## src/rtl/fetch_pkg.sv

```systemverilog
// Shared constants and the default prefetch entry layout for the fetch unit.
package fetch_pkg;

    localparam int unsigned DEF_ADDR_WIDTH  = 32;
    localparam int unsigned DEF_INSTR_WIDTH = 32;
    localparam int unsigned FETCH_STRIDE    = 4;

    // One buffered fetch result: where it came from, what came back, and
    // whether the bus flagged it.
    typedef struct packed {
        logic [DEF_ADDR_WIDTH-1:0]  pc;
        logic [DEF_INSTR_WIDTH-1:0] instr;
        logic                       err;
    } fetch_entry_t;

endpackage

```

## src/rtl/fetch_fifo.sv

```systemverilog
// Synchronous prefetch FIFO. The head entry is read straight from storage,
// so a pushed entry becomes visible the cycle after the push. Clear wins
// over push and pop; a push while full is only honoured together with a pop.
module fetch_fifo
    import fetch_pkg::*;
#(
    parameter int unsigned DEPTH   = 4,
    parameter int unsigned CNT_W   = $clog2(DEPTH + 1),
    parameter type         entry_t = fetch_entry_t
) (
    input  logic             clk,
    input  logic             rst,
    input  logic             push,
    input  logic             pop,
    input  logic             clear,
    input  entry_t           wr_data,
    output entry_t           rd_data,
    output logic             full,
    output logic             empty,
    output logic [CNT_W-1:0] count
);

    localparam int unsigned PTR_W = $clog2(DEPTH);

    entry_t             r_mem [DEPTH];
    logic [PTR_W-1:0]   r_wr_ptr;
    logic [PTR_W-1:0]   r_rd_ptr;
    logic [CNT_W-1:0]   r_count;
    logic               w_do_push;
    logic               w_do_pop;

    // Qualify push/pop against the current occupancy.
    always_comb begin
        w_do_pop  = 1'b0;
        w_do_push = 1'b0;
        if (pop && (r_count != CNT_W'(0))) begin
            w_do_pop = 1'b1;
        end else begin
            w_do_pop = 1'b0;
        end
        if (push && ((r_count != CNT_W'(DEPTH)) || w_do_pop)) begin
            w_do_push = 1'b1;
        end else begin
            w_do_push = 1'b0;
        end
    end

    // Pointer and occupancy bookkeeping; DEPTH is a power of two so pointers wrap naturally.
    always_ff @(posedge clk) begin
        if (rst || clear) begin
            r_wr_ptr <= PTR_W'(0);
            r_rd_ptr <= PTR_W'(0);
            r_count  <= CNT_W'(0);
        end else begin
            if (w_do_push) begin
                r_wr_ptr <= r_wr_ptr + PTR_W'(1);
            end
            if (w_do_pop) begin
                r_rd_ptr <= r_rd_ptr + PTR_W'(1);
            end
            case ({w_do_push, w_do_pop})
                2'b10:   r_count <= r_count + CNT_W'(1);
                2'b01:   r_count <= r_count - CNT_W'(1);
                default: r_count <= r_count;
            endcase
        end
    end

    // Entry storage; contents need no reset because the head is gated by empty.
    always_ff @(posedge clk) begin
        if (w_do_push && !rst && !clear) begin
            r_mem[r_wr_ptr] <= wr_data;
        end
    end

    assign rd_data = r_mem[r_rd_ptr];
    assign full    = (r_count == CNT_W'(DEPTH));
    assign empty   = (r_count == CNT_W'(0));
    assign count   = r_count;

endmodule

```

## src/rtl/fetch_prefetch_unit.sv

```systemverilog
// Instruction fetch with a prefetch FIFO and several in-order outstanding
// imem requests. Stale responses after a redirect are discarded by counting
// how many requests were still in flight when the redirect hit.
module fetch_prefetch_unit
    import fetch_pkg::*;
#(
    parameter int unsigned ADDR_WIDTH  = DEF_ADDR_WIDTH,
    parameter int unsigned INSTR_WIDTH = DEF_INSTR_WIDTH,
    parameter int unsigned DEPTH       = 4,
    parameter int unsigned MAX_OUTST   = 2,
    parameter int unsigned CNT_W       = $clog2(DEPTH + 1)
) (
    input  logic                   cpu_clk,
    input  logic                   cpu_rst,
    input  logic [ADDR_WIDTH-1:0]  boot_addr,
    input  logic                   redirect_valid,
    input  logic [ADDR_WIDTH-1:0]  redirect_pc,
    input  logic                   stall,
    output logic                   imem_req_valid,
    input  logic                   imem_req_ready,
    output logic [ADDR_WIDTH-1:0]  imem_req_addr,
    input  logic                   imem_rsp_valid,
    input  logic [INSTR_WIDTH-1:0] imem_rsp_data,
    input  logic                   imem_rsp_err,
    output logic                   if_valid,
    input  logic                   dec_ready,
    output logic [INSTR_WIDTH-1:0] instr_dec,
    output logic [ADDR_WIDTH-1:0]  pc_dec,
    output logic [ADDR_WIDTH-1:0]  pc_plus4_dec,
    output logic                   fetch_err_dec,
    output logic                   pc_misaligned,
    output logic [ADDR_WIDTH-1:0]  fault_pc,
    output logic [CNT_W-1:0]       buf_count
);

    localparam logic [ADDR_WIDTH-1:0] STRIDE = ADDR_WIDTH'(FETCH_STRIDE);

    typedef struct packed {
        logic [ADDR_WIDTH-1:0]  pc;
        logic [INSTR_WIDTH-1:0] instr;
        logic                   err;
    } entry_t;

    logic [ADDR_WIDTH-1:0] r_fetch_pc;
    logic [ADDR_WIDTH-1:0] r_rsp_pc;
    logic [CNT_W-1:0]      r_outst;
    logic [CNT_W-1:0]      r_drop_cnt;

    entry_t                w_head;
    entry_t                w_push_entry;
    logic                  w_empty;
    logic                  w_full;
    logic [CNT_W-1:0]      w_count;
    logic [CNT_W:0]        w_credit_sum;
    logic                  w_misaligned;
    logic                  w_req_valid;
    logic                  w_req_fire;
    logic                  w_rsp_accept;
    logic                  w_rsp_drop;
    logic                  w_push;
    logic                  w_fifo_push;
    logic                  w_if_valid;
    logic                  w_pop;

    // Issue credit, response classification and FIFO handshakes.
    always_comb begin
        w_misaligned = (r_fetch_pc[1:0] != 2'b00);
        w_credit_sum = {1'b0, w_count} + {1'b0, r_outst};
        w_req_valid  = !cpu_rst && !redirect_valid && !stall && !w_misaligned
                       && (r_outst < CNT_W'(MAX_OUTST))
                       && (w_credit_sum < (CNT_W + 1)'(DEPTH));
        w_req_fire   = w_req_valid && imem_req_ready;
        // A response with nothing outstanding is a protocol error and is ignored.
        w_rsp_accept = !cpu_rst && imem_rsp_valid && (r_outst != CNT_W'(0));
        w_rsp_drop   = w_rsp_accept && (r_drop_cnt != CNT_W'(0));
        w_push       = w_rsp_accept && !w_rsp_drop && !redirect_valid;
        w_if_valid   = !w_empty && !stall;
        w_pop        = w_if_valid && dec_ready && !redirect_valid && !cpu_rst;
        w_fifo_push  = w_push && (!w_full || w_pop);
        w_push_entry = '{pc: r_rsp_pc, instr: imem_rsp_data, err: imem_rsp_err};
    end

    // PC, in-flight and stale-response counters; redirect overrides normal updates.
    always_ff @(posedge cpu_clk) begin
        if (cpu_rst) begin
            r_fetch_pc <= boot_addr;
            r_rsp_pc   <= boot_addr;
            r_outst    <= CNT_W'(0);
            r_drop_cnt <= CNT_W'(0);
        end else if (redirect_valid) begin
            r_fetch_pc <= redirect_pc;
            r_rsp_pc   <= redirect_pc;
            // Everything still in flight after this cycle is now stale.
            r_outst    <= r_outst - CNT_W'(w_rsp_accept);
            r_drop_cnt <= r_outst - CNT_W'(w_rsp_accept);
        end else begin
            if (w_req_fire) begin
                r_fetch_pc <= r_fetch_pc + STRIDE;
            end
            if (w_push) begin
                r_rsp_pc <= r_rsp_pc + STRIDE;
            end
            r_outst <= r_outst + CNT_W'(w_req_fire) - CNT_W'(w_rsp_accept);
            if (w_rsp_drop) begin
                r_drop_cnt <= r_drop_cnt - CNT_W'(1);
            end
        end
    end

    fetch_fifo #(
        .DEPTH   (DEPTH),
        .CNT_W   (CNT_W),
        .entry_t (entry_t)
    ) u_fifo (
        .clk     (cpu_clk),
        .rst     (cpu_rst),
        .push    (w_fifo_push),
        .pop     (w_pop),
        .clear   (redirect_valid),
        .wr_data (w_push_entry),
        .rd_data (w_head),
        .full    (w_full),
        .empty   (w_empty),
        .count   (w_count)
    );

    // Decode-side view of the FIFO head, zeroed while the FIFO is empty.
    always_comb begin
        instr_dec     = {INSTR_WIDTH{1'b0}};
        pc_dec        = {ADDR_WIDTH{1'b0}};
        pc_plus4_dec  = {ADDR_WIDTH{1'b0}};
        fetch_err_dec = 1'b0;
        if (!w_empty) begin
            instr_dec     = w_head.instr;
            pc_dec        = w_head.pc;
            pc_plus4_dec  = w_head.pc + STRIDE;
            fetch_err_dec = w_head.err;
        end else begin
            instr_dec     = {INSTR_WIDTH{1'b0}};
            pc_dec        = {ADDR_WIDTH{1'b0}};
            pc_plus4_dec  = {ADDR_WIDTH{1'b0}};
            fetch_err_dec = 1'b0;
        end
    end

    // Misalignment flag and the faulting PC it reports.
    always_comb begin
        pc_misaligned = w_misaligned;
        fault_pc      = {ADDR_WIDTH{1'b0}};
        if (w_misaligned) begin
            fault_pc = r_fetch_pc;
        end else begin
            fault_pc = {ADDR_WIDTH{1'b0}};
        end
    end

    assign imem_req_valid = w_req_valid;
    assign imem_req_addr  = r_fetch_pc;
    assign if_valid       = w_if_valid;
    assign buf_count      = w_count;

endmodule

```

## config.mk

```make
export PLATFORM = sky130hd
export DESIGN_NAME = fetch_prefetch_unit
export DESIGN_NICKNAME = d
export VERILOG_FILES = /design/src/rtl/fetch_pkg.sv /design/src/rtl/fetch_fifo.sv /design/src/rtl/fetch_prefetch_unit.sv
export SDC_FILE = /design/constraint.sdc
export NUM_CORES = 1
export LEC_CHECK = 0
export ABC_AREA = 1
export CAP_MARGIN = 20
export CORE_UTILIZATION = 49
export CTS_CLUSTER_DIAMETER = 200
export CTS_CLUSTER_SIZE = 12
export DETAILED_ROUTE_END_ITERATION = 10
export GPL_TIMING_DRIVEN = 0
export PLACE_DENSITY_LB_ADDON = 0.05
export SETUP_SLACK_MARGIN = 0.3
export SLEW_MARGIN = 20
export SYNTH_ARGS = -nofsm -noshare
export SYNTH_HDL_FRONTEND = slang
export SYNTH_SLANG_ARGS = --single-unit
```

## constraint.sdc

```tcl
create_clock -name cpu_clk -period 4.5 [get_ports cpu_clk]
set_input_delay 0.9 -clock cpu_clk [delete_from_list [all_inputs] [get_ports cpu_clk]]
set_output_delay 0.9 -clock cpu_clk [all_outputs]
set_load 0.02 [all_outputs]
```

==> tab_implementation.tex <==
% Table of physical implementation metrics
\begin{tabular}{lr}
\hline
Metric & Value \\
\hline
\multicolumn{2}{l}{\textbf{Worst setup path}} \\
Register-to-register setup slack & 1.24 ns \\
Max stage delay on crit path & 0.59 ns \\
Class of the most critical setup path & flip-flop to output port \\
Endpoint class of the critical path & output port \\
Worst reg2reg path depth & 12 \\
Worst path depth & 15 \\
Arrival @ worst endpoint & 3.15 ns \\
Ordered cell list for the critical path & buf\_4 -> inv\_2 -> buf\_6 -> buf\_4 -> nand2\_1 -> nand2\_2 -> nand2\_1 -> nor2\_2 -> nand2\_1 -> nor2\_1 -> nand2\_1 -> nand2\_1 -> nand2\_1 -> inv\_1 -> clkdlybuf4s50\_1 \\
Count of buffering cells on the critical path with inverters included & 6 \\
Cell family with most CP delay & buffers and inverters \\
Crit path max fanout & 10 \\
Startpoint type of the worst setup path & flip-flop \\
Required arrival time at the worst endpoint & 3.60 ns \\
CP most frequent cell & sky130\_fd\_sc\_hd\_\_nand2\_1 \\
Cell with the biggest individual delay on the critical path & sky130\_fd\_sc\_hd\_\_clkdlybuf4s50\_1 \\
Worst setup path endpoint & pc\_plus4\_dec[31] \\
R2r endpoint & u\_fifo.count[2] \\
\multicolumn{2}{l}{\textbf{Route}} \\
Top routing layer in use & met4 \\
Initial DRC Count & 1255 \\
Number of vias in the routed layout & 14300 \\
Post-Route WL & 49.2 mm \\
DRT Pass-1 Iters & 6 \\
Met3 Routed Length & 4.19 mm \\
Wl on met1 & 20.9 mm \\
DRC violations left & 0 \\
Antenna violation net count after detailed routing & 0 \\
Avg Vias per Cell & 5.43 \\
WL/cell & 18.7 um \\
Detailed route wirelength on metal2 & 23.2 mm \\
\multicolumn{2}{l}{\textbf{Power}} \\
Sequential share of power & 52.7\% \\
Power per standard cell area & 327 nW/um2 \\
Internal power & 5.30 mW \\
Top pwr grp & registers \\
Combinational power share & 10.5\% \\
Leakage component of the power & 8.19 nW \\
Switching power share of the total & 24.2\% \\
Worst vdd rail ir drop & 219 uV \\
Overall power & 6.99 mW \\
Share of total power in the clock network & 36.8\% \\
Combinational-cell power consumption & 0.733 mW \\
\multicolumn{2}{l}{\textbf{Floorplanning}} \\
Height of the die & 187 um \\
Total die area & 35000 um2 \\
Starting density of the core & 49.9\% \\
Die outline width & 187 um \\
Tap cells & 448 \\
Number of rows created at floorplan & 67 \\
Top-level I/O count & 271 \\
\multicolumn{2}{l}{\textbf{Global route}} \\
Vias in the first global route & 13800 \\
Number of antenna violations at the first check in global routing & 0 \\
Global-route track usage on met1 & 38.4\% \\
Grt ovf & 0 \\
Routing usage on met3 & 3.88\% \\
Global-route wire length before repair & 75.5 mm \\
Grt peak-use layer & met2 \\
Global-route total usage across every layer & 27.9\% \\
Maximum number of pins on one net before global-route repair & 31 \\
Global Route met2 Usage & 46.6\% \\
\multicolumn{2}{l}{\textbf{Final timing}} \\
Maximum frequency from static timing analysis & 247 MHz \\
Normalized max-slew margin & 49.9\% \\
Max-slew violation count & 0 \\
Final min period & 4.05 ns \\
Final Hold Violation Tally & 0 \\
Setup repair after global routing missed its margin & yes \\
Hold WS & 0.490 ns \\
Setup Total Neg Slack & 0 ns \\
Post-layout worst setup margin & 0.446 ns \\
Post-route fraction of the period consumed by the critical path & 90.1\% \\
Final setup viols & 0 \\
\multicolumn{2}{l}{\textbf{Layout}} \\
Clock buf/inv share & 4.57\% \\
Final instance count without filler cells & 2629 \\
Share of layout cells above drive strength 1 & 5.55\% \\
Most common cell after layout, fill and taps aside & sky130\_fd\_sc\_hd\_\_nand2\_1 \\
Number of logic gates & 1302 \\
Clock buffer cells & 49 \\
Number of antenna cells inserted & 0 \\
Number of flip-flops under the largest register name & 260 \\
Register containing the most flip-flops in the final layout & u\_fifo.r\_mem \\
Fill cell count & 2708 \\
Net count, final & 2287 \\
Most area-hungry cell class in the final design & registers \\
Most common logic cells in the final layout & sky130\_fd\_sc\_hd\_\_nand2\_1 (479), sky130\_fd\_sc\_hd\_\_nor2\_1 (336), sky130\_fd\_sc\_hd\_\_edfxtp\_1 (322) \\
Relative area change from synthesis to final layout & 27.4\% \\
Count of sequential standard cells & 337 \\
Inverter count of the layout excluding clock inverters & 123 \\
Area taken by multi-input logic gates & 5990 um2 \\
Fraction of cell area in non-clock buffers & 16.1\% \\
Multi-input logic portion of the cell area & 28.0\% \\
Buffer count excluding the clock tree in the final layout & 366 \\
\multicolumn{2}{l}{\textbf{Synth}} \\
Count of state elements after synthesis & 337 \\
Count of library flops with an enable pin & 322 \\
Yosys synthesis warning count & 0 \\
Cell variety after synth & 46 \\
Chip area line of the yosys report & 16800 um2 \\
Cell count after synthesis & 1845 \\
XORs/XNORs by Area & 1.25\% \\
Yosys aoi share & 8.56\% \\
Main logic family after synthesis & simple AND/OR/NAND/NOR gates \\
Most area-hungry cell type in the Yosys netlist & sky130\_fd\_sc\_hd\_\_edfxtp\_1 \\
Mux frac, synth & 0\% \\
Proportion of register bits with asynchronous set or reset after synthesis & 0\% \\
Post-synthesis area per instance & 9.10 um2 \\
Top cells by instance count after synthesis & sky130\_fd\_sc\_hd\_\_nand2\_1 (481), sky130\_fd\_sc\_hd\_\_nor2\_1 (343), sky130\_fd\_sc\_hd\_\_edfxtp\_1 (322), sky130\_fd\_sc\_hd\_\_o21ai\_0 (140), sky130\_fd\_sc\_hd\_\_inv\_1 (120) \\
FA/HA/MAJ Cells, Area Fraction & 1.51\% \\
Total cells reported by yosys after synthesis & 1845 \\
Flip-flop cell with the highest count after synthesis & sky130\_fd\_sc\_hd\_\_edfxtp\_1 \\
Basic-gate share of the synthesized area counting and, or, nand and nor cells & 24.1\% \\
Top cells by area & sky130\_fd\_sc\_hd\_\_edfxtp\_1 (58\%), sky130\_fd\_sc\_hd\_\_nand2\_1 (11\%), sky130\_fd\_sc\_hd\_\_nor2\_1 (7.7\%) \\
Sequential cell area fraction in the yosys report & 59.4\% \\
Total standard cell area after synthesis & 16800 um2 \\
Most repeated cell in the gate-level netlist after synthesis & sky130\_fd\_sc\_hd\_\_nand2\_1 \\
Net count after synthesis & 1968 \\
Yosys top cell area share & 57.6\% \\
\multicolumn{2}{l}{\textbf{Placed design}} \\
Post-DP HPWL & 35.8 mm \\
\# placed instances & 2575 \\
Placed cell areas & 20400 um2 \\
Count of buffers from port buffering & 270 \\
Final Wtd Congestion & 0.920 \\
Worst setup slack after placement & 0.246 ns \\
\multicolumn{2}{l}{\textbf{Clock network}} \\
Max H-tree Level & 2 \\
Number of hold-repair buffers added at the cts stage & 0 \\
Clock slew at the register clock pins of the worst setup and hold paths & 0.06 ns \\
Master cell of the clock root buffer & sky130\_fd\_sc\_hd\_\_clkbuf\_16 \\
Setup repair bufs after CTS & 1 \\
TritonCTS clock tree & done \\
Number of buffers on the longest clock path & 3 \\
Post-cts repair resize count & 20 \\
Insertion delay of the later-clocked pin in the worst-skew pair & 0.52 ns \\
\multicolumn{2}{l}{\textbf{Run}} \\
Total number of warnings across the stage logs & 32 \\
Count of max-cap constraint violations & 0 \\
\multicolumn{2}{l}{\textbf{Hold path}} \\
Number of cells on the worst hold path & 2 \\
Hold Crit Class & flip-flop to flip-flop \\
Startpoint of the most critical hold path & u\_fifo.r\_rd\_ptr[1] \\
\multicolumn{2}{l}{\textbf{Outcome}} \\
Status & complete, no violations \\
\hline
\end{tabular}
**Clock nets**

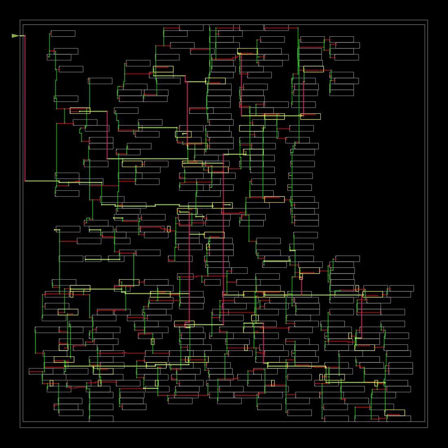
clock-net power: 2.57 mW
number of clock sinks: 337
CTS buffer count: 34
clock tree skew after final layout: 0.0191 ns

**Routed clock nets over the placement**

Bar = 50 um.
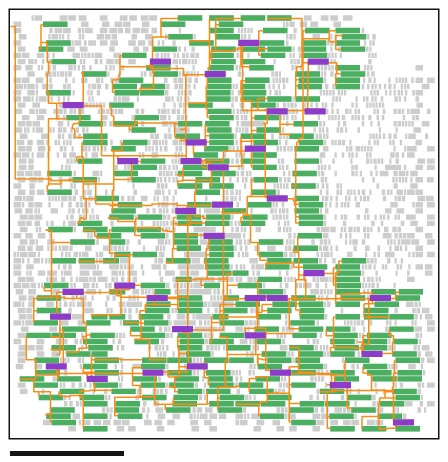
Key: flip-flops = green [count 337]; clock drivers = purple [count 34]; clock wires = orange [length 3770 um]
Position of the flops: spread over the die.

**Where the registers sit**

Other sequential cells in the stronger grey, the rest of the logic in the fainter grey.
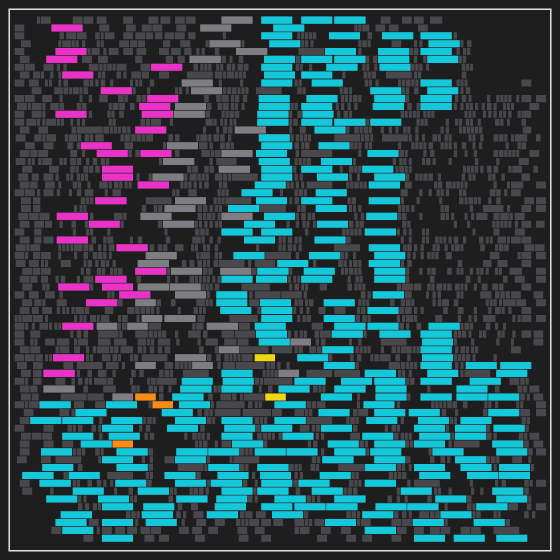
Key: u_fifo.r_rd_ptr = yellow [flops 2]; imem_req_addr = magenta [flops 31]; u_fifo.r_mem = cyan [flops 260]; u_fifo.count = orange [flops 3]
flip-flop and latch area: 9970 um2
Flop+latch power: 3.69 mW
Seq/total area: 46.6%
utilization after layout: 63.6%

**Placed cells, one colour a class**

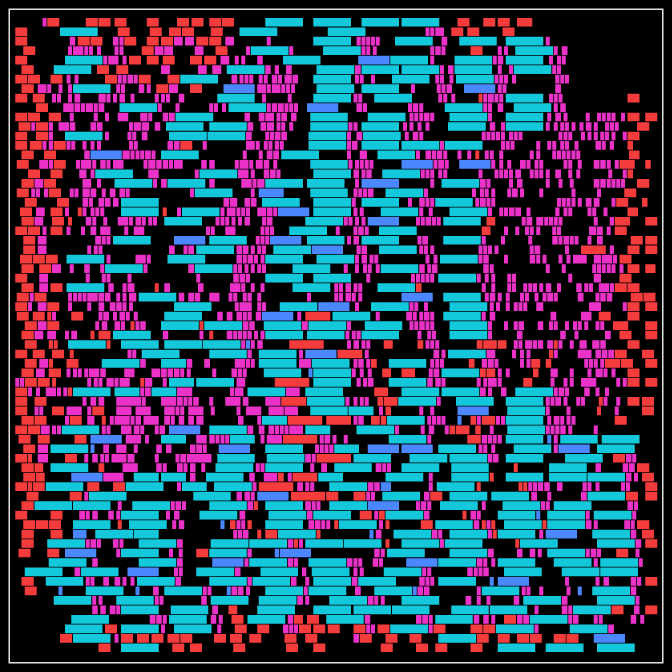
Key: clock drivers and dummy loads = blue [cells 53]; combinational and other logic = magenta [cells 1425]; sequential cells = cyan [cells 337]; remaining buffers and delay cells = red [cells 366]
Std-Cell Core Area: 33600 um2
fin area: 21400 um2

**Gate-type map**

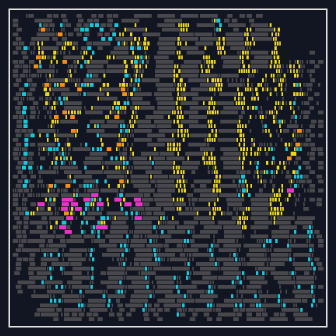
Key: xor and xnor cells = orange [cells 24, most used xor2_1]; aoi and oai cells = cyan [cells 253, most used o21ai_0, where spread over the die]; nand cells = yellow [cells 606, most used nand2_1]; fa/ha/maj cells = magenta [cells 19, most used ha_1, where west]

No activity file was given, so power comes from the tool's default toggle rates.
